==> src/rtl/rv_fetch.sv <==
// Instruction prefetch unit: credit-based requests into a small in-order queue with redirect flush.
// Optional perf counters are compiled in with RV_FETCH_PERF_EN.
module rv_fetch #(
  parameter int         DEPTH    = 4,
  parameter logic [9:0] RESET_PC = 10'd0
) (
  input  logic        clk,
  input  logic        rstn,
  output logic        imem_req_o,
  output logic [9:0]  imem_addr_o,
  input  logic [31:0] imem_instr_i,
  input  logic        redirect_i,
  input  logic [9:0]  redirect_pc_i,
  output logic        instr_valid_o,
  output logic [31:0] instr_o,
  output logic [9:0]  instr_pc_o,
  input  logic        instr_ready_i,
`ifdef RV_FETCH_PERF_EN
  output logic [31:0] perf_fetch_cnt_o,
  output logic [15:0] perf_flush_cnt_o,
`endif
  output logic [1:0]  dbg_state
);

  // Consumer handshake: the head moves on a cycle where instr_valid_o and instr_ready_i are both 1;
  // the head is held stable otherwise. Memory has no ready: data returns exactly one cycle after a request.

  localparam int AW = $clog2(DEPTH);
  localparam int CW = AW + 1;

  typedef enum logic [1:0] {
    BOOT  = 2'd0,
    FETCH = 2'd1,
    HOLD  = 2'd2
  } state_t;

  state_t        state_q, state_d;
  logic [CW-1:0] count;
  logic [AW-1:0] wr_ptr, rd_ptr;
  logic          inflight;
  logic [9:0]    inflight_pc;
  logic [9:0]    fetch_pc;
  logic [31:0]   instr_mem [DEPTH];
  logic [9:0]    pc_mem    [DEPTH];

  logic [CW:0]   used;
  logic          credit;
  logic          req;
  logic          enq;
  logic          deq;

  // Inflight requests reserve a slot so the response always has room.
  assign used   = {1'b0, count} + {{CW{1'b0}}, inflight};
  assign credit = (used < (CW+1)'(DEPTH));
  assign req    = (state_q == FETCH) && credit && !redirect_i;
  assign enq    = inflight && !redirect_i;
  assign deq    = instr_valid_o && instr_ready_i;

  always_ff @(posedge clk or negedge rstn) begin
    if (!rstn) state_q <= BOOT;
    else       state_q <= state_d;
  end

  always_comb begin
    state_d = state_q;
    case (state_q)
      BOOT:    state_d = FETCH;
      FETCH:   if (!credit) state_d = HOLD;
      HOLD:    if (credit)  state_d = FETCH;
      default: state_d = BOOT;
    endcase
  end

  always_comb begin
    imem_req_o  = req;
    imem_addr_o = req ? fetch_pc : 10'd0;
    dbg_state   = state_q;
  end

  always_ff @(posedge clk or negedge rstn) begin
    if (!rstn) begin
      fetch_pc    <= RESET_PC;
      inflight    <= 1'b0;
      inflight_pc <= 10'd0;
    end else begin
      inflight <= req;
      if (req) inflight_pc <= fetch_pc;
      if (redirect_i)  fetch_pc <= redirect_pc_i;
      else if (req)    fetch_pc <= fetch_pc + 10'd1;
    end
  end

  always_ff @(posedge clk or negedge rstn) begin
    if (!rstn) begin
      count  <= '0;
      wr_ptr <= '0;
      rd_ptr <= '0;
      for (int i = 0; i < DEPTH; i++) begin
        instr_mem[i] <= '0;
        pc_mem[i]    <= '0;
      end
    end else if (redirect_i) begin
      count  <= '0;
      wr_ptr <= '0;
      rd_ptr <= '0;
    end else begin
      if (enq) begin
        instr_mem[wr_ptr] <= imem_instr_i;
        pc_mem[wr_ptr]    <= inflight_pc;
        wr_ptr            <= wr_ptr + AW'(1);
      end
      if (deq) rd_ptr <= rd_ptr + AW'(1);
      if (enq && !deq)      count <= count + CW'(1);
      else if (!enq && deq) count <= count - CW'(1);
    end
  end

  assign instr_valid_o = (count != '0);
  assign instr_o       = instr_mem[rd_ptr];
  assign instr_pc_o    = pc_mem[rd_ptr];

  a_no_overflow: assert property (@(posedge clk) disable iff (!rstn) !(enq && !deq && count == CW'(DEPTH)));

`ifdef RV_FETCH_PERF_EN
  always_ff @(posedge clk or negedge rstn) begin
    if (!rstn) begin
      perf_fetch_cnt_o <= '0;
      perf_flush_cnt_o <= '0;
    end else begin
      if (deq)        perf_fetch_cnt_o <= perf_fetch_cnt_o + 32'd1;
      if (redirect_i) perf_flush_cnt_o <= perf_flush_cnt_o + 16'd1;
    end
  end
`endif

endmodule

==> config.mk <==
export PLATFORM = sky130hd
export DESIGN_NAME = rv_fetch
export DESIGN_NICKNAME = d
export VERILOG_FILES = /design/src/rtl/rv_fetch.sv
export SDC_FILE = /design/constraint.sdc
export NUM_CORES = 1
export LEC_CHECK = 0
export CAP_MARGIN = 0
export CORE_ASPECT_RATIO = 0.7
export CORE_MARGIN = 2
export CORE_UTILIZATION = 45
export CTS_CLUSTER_SIZE = 28
export DETAILED_ROUTE_END_ITERATION = 8
export HOLD_SLACK_MARGIN = 0.05
export PLACE_DENSITY = 0.68
export SLEW_MARGIN = 30
export SYNTH_ARGS = -nofsm -noshare
export SYNTH_HDL_FRONTEND = slang
export SYNTH_SLANG_ARGS = --single-unit
==> constraint.sdc <==
create_clock -name clk -period 2.15 [get_ports clk]
set_clock_uncertainty 0.2 [all_clocks]
set_input_delay 0.3225 -clock clk [delete_from_list [all_inputs] [get_ports clk]]
set_output_delay 0.3225 -clock clk [all_outputs]
set_load 0.01 [all_outputs]
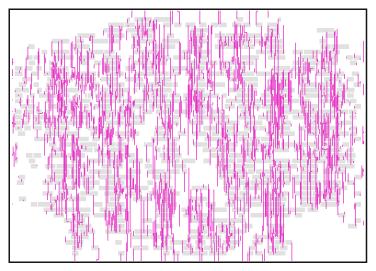
Run 1: metal 2
Drawn at 2 px/um.
longest straight run: 52.0 um
main direction: vertical
wire length on this layer: 9260 um
share of all routed wire: 46%
nets with wire on the layer: 693

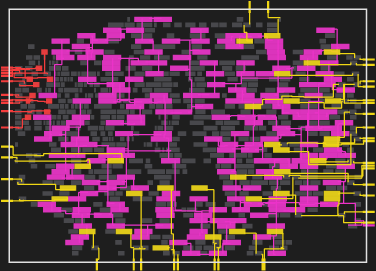
Run 1: I/O nets highlighted
Drawn at 2 px/um.
[instr_o] yellow | direction: output | edge: 17 east, 9 south, 4 west, 2 north | end cells: 32 | wire: 1040 um
[imem_addr_o] red | direction: output | edge: west | end cells: 10 | wire: 197 um
[rstn] magenta | direction: input | edge: east | end cells: 198 | wire: 1610 um
buffers added on ports: 101
io pins: 102

==> results.txt, run 1 <==
fresh numbers from the pnr run: clock network area share=0.04874, Worst R2R Start=inflight$_DFF_PN0_, share of power burned in registers=0.364, P_comb=7.77 mW, CP required=1630 ps, Min Hold Slack=244.0 ps, max reg flops=128, Clock Power Share=0.184, Post-Syn Nets=604, RSZ-0062 raised after global routing=true, first-pass GRT wire length=33400 um, Post-route DRC=0, AND-OR/OR-AND share of the synthesized area=0.01314, CTS H-Tree Depth=4, Synth cell types=41, power after layout=17.19 mW, die width=177.9 um, Worst setup startpoint=rd_ptr[0]$_DFFE_PN0P_, top flop regs=instr_mem (128), pc_mem (40), failing checks=setup timing, Final min period=2396 ps, clk pwr=3.16 mW, post-route ant nets=0, slowest CP cell=dfrtp_4, Core Util at FP=0.4589, via count=5249, Layout area overhead=26.65%, Dominant combinational family=multiplexers, gr ovfl total=0, CTS tree=built, cell taking the most area after synthesis=dfrtp_1, Hold Crit Class=in -> async, CTS root buf=clkbuf_16, Comb pwr share=0.452, leading register cell type out of synthesis=dfrtp_1, CTS Buf Count=17, Buf+Inv Stages, Crit Path=3, peak fanout along the critical path=6, sequential cell count=198, Peak VDD IR=0.7083 mV, Post-CTS Setup Inserts=11, YS chip area=9525 sq um, Pint=12.02 mW, pwr dens=1425 nW/um^2, flops out of synthesis=198, sw frac=0.3011, share of layout cells above drive strength 1=0.5439, critical path depth=4, clock buffer count=19, Cell Count, Final, Fillers Out=993, 1st-iter DRT viols=285, Clock Pin Slew Worst Setup and Hold Paths=70 ps, placed cell count=944, gpl congestion=0.7866, outcome=finished with violations, seq pwr=6.26 mW, final setup margin=-245.5 ps, DR pass1 iterations=4, DIE HEIGHT=125.7 um, Pins Over Slew Limit=0, number of OpenROAD warnings=31, CTS Hold Bufs=1, ant diodes=0, Core Region=20750 sq um, nonclk inv count=5, vias in the first global route=5827, Placed Area=11160 sq um, arrival time worst endpoint=1870 ps, NetSw=5.177 mW, mi-comb count=317, Ys Warns=0, Post-Syn Area=9525 sq um, Crit Path Class=reg -> out, Comb area share=0.3601, worst rel slew slack=0.6277, # fillers=1561, largest net degree at the start of global routing=66, Finish-stage setup viols=52, crit-path cells=buf_4 > buf_12 > mux4_2 > buf_6, cts repair resizes=269, MI comb area=4344 sq um, chip area=22370 sq um, tap cells=276, fraction of area in registers=0.4111
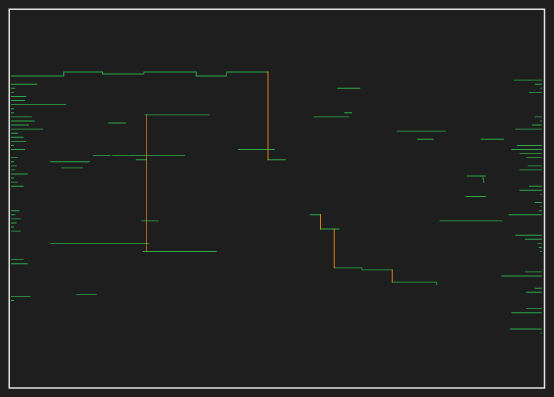
Run 1: metal layers overlaid
Drawn at 3 px/um. Only two layers are drawn.
[metal 3] green | wire length: 680 um
[metal 4] orange | wire length: 96.6 um

run 1: metal layers:
| metal | track usage | vias up | routed length (um) |
|---|---|---|---|
| met5 | 0 | - | 0 |
| met4 | 0.03954 | 0 | 96 |
| met3 | 0.03955 | 11 | 679 |
| met2 | 0.2825 | 120 | 9259 |
| met1 | 0.3026 | 2788 | 10310 |
| li1 | - | 2330 | - |
run 1: cell usage in the layout (no fill, tap or decap), drive strengths merged, types with 5 or more instances in the layout:
cell type      instances
mux2                 180
nand2                 15
buf                  117
o21ai                  8
mux4                  42
xnor2                  7
clkbuf                20
dfrtp                198
xor2                   6
clkdlybuf4s50         46
inv                   11
clkinv                 5
ha                     5
nor2                   7
and2                  11
--- run 2 (diff from run 1) ---
--- a/config.mk
+++ b/config.mk
@@ -5,9 +5,7 @@
 export SDC_FILE = /design/constraint.sdc
 export NUM_CORES = 1
 export LEC_CHECK = 0
-export CAP_MARGIN = 0
 export CORE_ASPECT_RATIO = 0.7
-export CORE_MARGIN = 2
 export CORE_UTILIZATION = 45
 export CTS_CLUSTER_SIZE = 28
 export DETAILED_ROUTE_END_ITERATION = 8
==> results.txt, run 2 <==
fresh numbers from the pnr run: DR pass1 iterations=6, YS chip area=9525 sq um, Placed Area=11160 sq um, CTS tree=built, WL met3=956 um, largest net degree at the start of global routing=55, Pint=12.07 mW, share of layout cells above drive strength 1=0.5424, share of power burned in registers=0.361, mi-comb count=317, met2 wire length=9322 um, max reg flops=128, failing checks=DRC, setup timing, Core Util at FP=0.4589, pwr dens=1436 nW/um^2, Core Region=20750 sq um, power after layout=17.37 mW, Clock Power Share=0.192, CP required=1630 ps, Post-route DRC=1, # fillers=1532, Ys Warns=0, gpl congestion=0.7834, Comb pwr share=0.447, Top Metal Used=met4, tap cells=276, critical path depth=4, ant diodes=0, NetSw=5.297 mW, final setup margin=-244.6 ps, P_comb=7.76 mW, io pins=102, Cell Count, Final, Fillers Out=995, crit-path cells=buf_12 > buf_16 > mux4_2 > buf_6, Layout area overhead=26.93%, sequential cell count=198, Final TNS setup=-9804 ps, nonclk inv count=5, Min Hold Slack=207.7 ps, Final min period=2395 ps, Buf+Inv Stages, Crit Path=3, routed length on met1=10120 um, 1st-iter DRT viols=301, DIE HEIGHT=123.7 um, Hold Crit Class=in -> async, delay-heaviest family, CP=multiplexers, worst rel slew slack=0.6820, CTS H-Tree Depth=4, clk pwr=3.33 mW, routing usage on met1=0.2945, Post-Syn Nets=604, Pins Over Slew Limit=0, Final Hold Viols=0, met3 usage=0.05220, top flop regs=instr_mem (128), pc_mem (40), Comb area share=0.3568, post-route ant nets=0, clock network area share=0.05081, most common logic cell in the routed design=dfrtp_1, RSZ-0062 raised after global routing=true, outcome=finished with violations, arrival time worst endpoint=1870 ps, Post-Syn Area=9525 sq um, sw frac=0.3050, Top Layout Cells=196 x dfrtp_1, 160 x mux2_4, 62 x buf_6, 46 x clkdlybuf4s50_1, 42 x mux4_2, vias in the first global route=5906, Clock Pin Slew Worst Setup and Hold Paths=70 ps, buffers added on ports=101, met2 GRT Util=0.3078, cell taking the most area after synthesis=dfrtp_1, Worst R2R Start=count[1]$_DFFE_PN0P_, slowest CP cell=mux4_2, Crit Path Class=reg -> out, seq pwr=6.27 mW, number of OpenROAD warnings=31, CTS Buf Count=17, clock buffer count=17, peak fanout along the critical path=8, Final non-clock buffer share=0.1520, Finish-stage setup viols=53
-- run 2: cell counts after synthesis --
Identical to the previous run, type by type.
-- run 2: logic make-up after synthesis --
kind of cell / count (synthesis) / share of synthesized area
multiplexers: 224 / 0.3772
flip-flops: 198 / 0.5202
AND/OR/NAND/NOR: 56 / 0.03809
buffers and inverters: 37 / 0.03074
AND-OR/OR-AND: 18 / 0.01314
XOR/XNOR: 13 / 0.01195
adder cells (fa/ha/maj): 6 / 0.008669
-- run 2: repair_timing --
item                                   in CTS  in global routing
gates resized                             279                 28
endpoints found under the hold margin      91                  0
buffers inserted                           13                  2
setup endpoints to repair                  54                 55
cloned                                      2                  0
hold buffers                                1                  0
pin swaps                                   1                  2
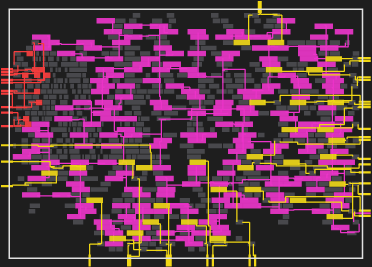
Run 2: I/O nets highlighted
Drawn at 2 px/um.
[instr_o] yellow | direction: output | edge: 17 east, 10 south, 3 west, 2 north | end cells: 32 | wire: 1050 um
[rstn] magenta | direction: input | edge: east | end cells: 198 | wire: 1540 um
[imem_addr_o] red | direction: output | edge: west | end cells: 10 | wire: 231 um

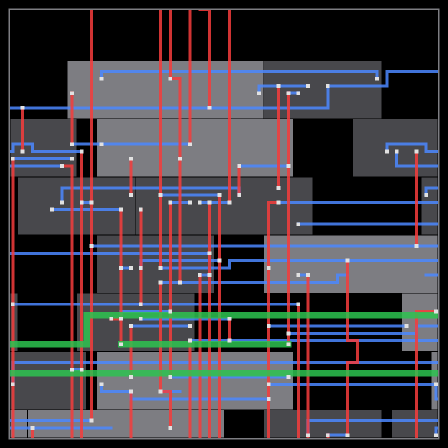
Run 2: a small window of the routed layout
Region (122, 83) to (142, 103) um. Cells in grey, sequential cells in the stronger grey; small squares are vias.
[metal 2] red
[metal 3] green
[metal 1] blue
netlist names of flops here include: instr_mem (4)
most frequent: mux2_4 (6), dfrtp_1 (4)
cells with their middle in the window: 12
sequential cells in the window: 4

--- run 3 (diff from run 2) ---
--- a/config.mk
+++ b/config.mk
@@ -10,6 +10,7 @@
 export CTS_CLUSTER_SIZE = 28
 export DETAILED_ROUTE_END_ITERATION = 8
 export HOLD_SLACK_MARGIN = 0.05
+export MAX_ROUTING_LAYER = met4
 export PLACE_DENSITY = 0.68
 export SLEW_MARGIN = 30
 export SYNTH_ARGS = -nofsm -noshare
==> results.txt, run 3 <==
fresh numbers from the pnr run: io pins=102, post-DP HPWL=13670 um, chip area=21760 sq um, top cells by area, synth=dfrtp_1 52%, mux2_4 25%, mux4_2 9.9%, Final Hold Viols=0, ant diodes=0, number of OpenROAD warnings=31, via count=5264, Cell Count, Final, Fillers Out=995, Worst setup startpoint=rd_ptr[0]$_DFFE_PN0P_, RSZ-0062 raised after global routing=true, CTS tree=built, crit path to=instr_o[22], Final min period=2396 ps, Post-Syn Area=9525 sq um, Pins Over Slew Limit=0, Post-Synth Simple-Gate Area=0.03809, Min Hold Slack=208.9 ps, MUX area fraction=0.3772, Core Region=20750 sq um, 1st-iter DRT viols=268, Layout area overhead=26.93%, Top cell area share=0.5202, CP required=1630 ps, reg2reg end=inflight_pc[6]$_DFFE_PN0P_, routed len/inst=20.78 um, commonest cells in the netlist=198 x dfrtp_1, 160 x mux2_4, 42 x mux4_2, post-route ant nets=0, R2R depth=8, Crit Path Class=reg -> out, dpl ws=-293.2 ps, largest net degree at the start of global routing=55, fin util=0.5825, period utilization=1.114, top flop regs=instr_mem (128), pc_mem (40), most common logic cell in the routed design=dfrtp_1, total wire length=20680 um, buffers added on ports=101, Dominant combinational family=multiplexers, sequential fraction of the synthesis area=0.5202, flops out of synthesis=198, Critical Path End Type=output port, Post-route DRC=1, gr ovfl total=0, Clock Pin Slew Worst Setup and Hold Paths=70 ps, Top Layout Cells=196 x dfrtp_1, 160 x mux2_4, 62 x buf_6, 46 x clkdlybuf4s50_1, 42 x mux4_2, failing checks=DRC, setup timing, Finish-stage setup viols=53, final setup margin=-246.1 ps, arrival time worst endpoint=1870 ps, Ys Warns=0, startpoint types=flop, row count=44, Comb pwr share=0.447, outcome=finished with violations, Synth cell types=41, XORs/XNORs by Area=0.01195, critical path depth=4, CTS H-Tree Depth=4, max reg flops=128, DR pass1 iterations=6, crit-path cells=buf_12 > buf_16 > mux4_2 > buf_6, die width=175.9 um, Synth Area in Adders=0.008669, delay-heaviest family, CP=multiplexers, Avg Inst Size Synth=17.26 sq um, Post-Syn Nets=604, Peak VDD IR=0.6254 mV, DIE HEIGHT=123.7 um, NetSw=5.310 mW, leading register cell type out of synthesis=dfrtp_1, peak fanout along the critical path=8, vias in the first global route=5908, YS chip area=9525 sq um, CTS root buf=clkbuf_16, AND-OR/OR-AND share of the synthesized area=0.01314, Clock Power Share=0.192, cts repair resizes=279, Hold Crit Class=in -> async, sw frac=0.3055, Worst R2R Start=count[1]$_DFFE_PN0P_, share of power burned in registers=0.361, Final TNS setup=-9840 ps, Pint=12.07 mW, slowest CP cell=mux4_2, pwr dens=1437 nW/um^2, placed cell count=946, Buf+Inv Stages, Crit Path=3, Core Util at FP=0.4589, Biggest register=instr_mem, worst rel slew slack=0.6780, most common cell in the netlist=dfrtp_1, max cap viols=0, crit-path max cell delay=540 ps, CTS Hold Bufs=1, power after layout=17.38 mW, cell taking the most area after synthesis=dfrtp_1, CTS Buf Count=17, Post-CTS Setup Inserts=13, first-pass GRT wire length=33450 um, share of layout cells above drive strength 1=0.5424, gpl congestion=0.7942, CTS Sinks=198, Placed Area=11160 sq um
## run 3: routing by layer
layer,GRT usage,routed length (um)
met1,0.2988,10430
met2,0.3073,9325
met3,0.04853,726
met4,0.05326,199
met5,-,0
## run 3: power groups by stage
stage | Clock (mW) | Sequential (mW) | Combinational, mW
floorplan | 0 | 5.92 | 4.70
global placement | 0 | 6.18 | 7.00
detailed placement | 0 | 6.33 | 7.16
CTS | 3.41 | 6.26 | 7.51
global route | 3.58 | 6.44 | 8.25
finish | 3.34 | 6.28 | 7.77
## run 3: final cells by class
type | count | area, sq um
fill | 1532 | 8665
sequential | 198 | 4960
multi-input combinational | 317 | 4314
timing repair buffer | 167 | 1838
clock buffer | 17 | 425.4
tap | 276 | 345.3
clock inverter | 15 | 188.9
inverter | 5 | 18.77
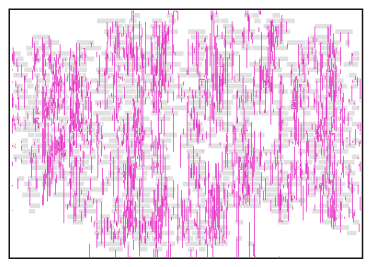
Run 3: metal 2
Drawn at 2 px/um.
longest straight run: 39.3 um
main direction: vertical

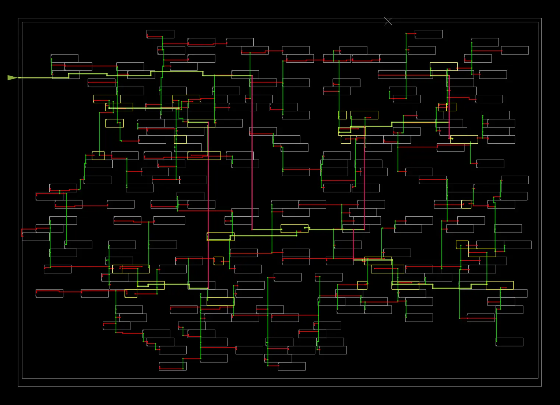
Run 3: clock wiring as the flow saved it
clk pwr: 3.34 mW
clock buffer count: 17

Power and IR drop assume default switching activity.
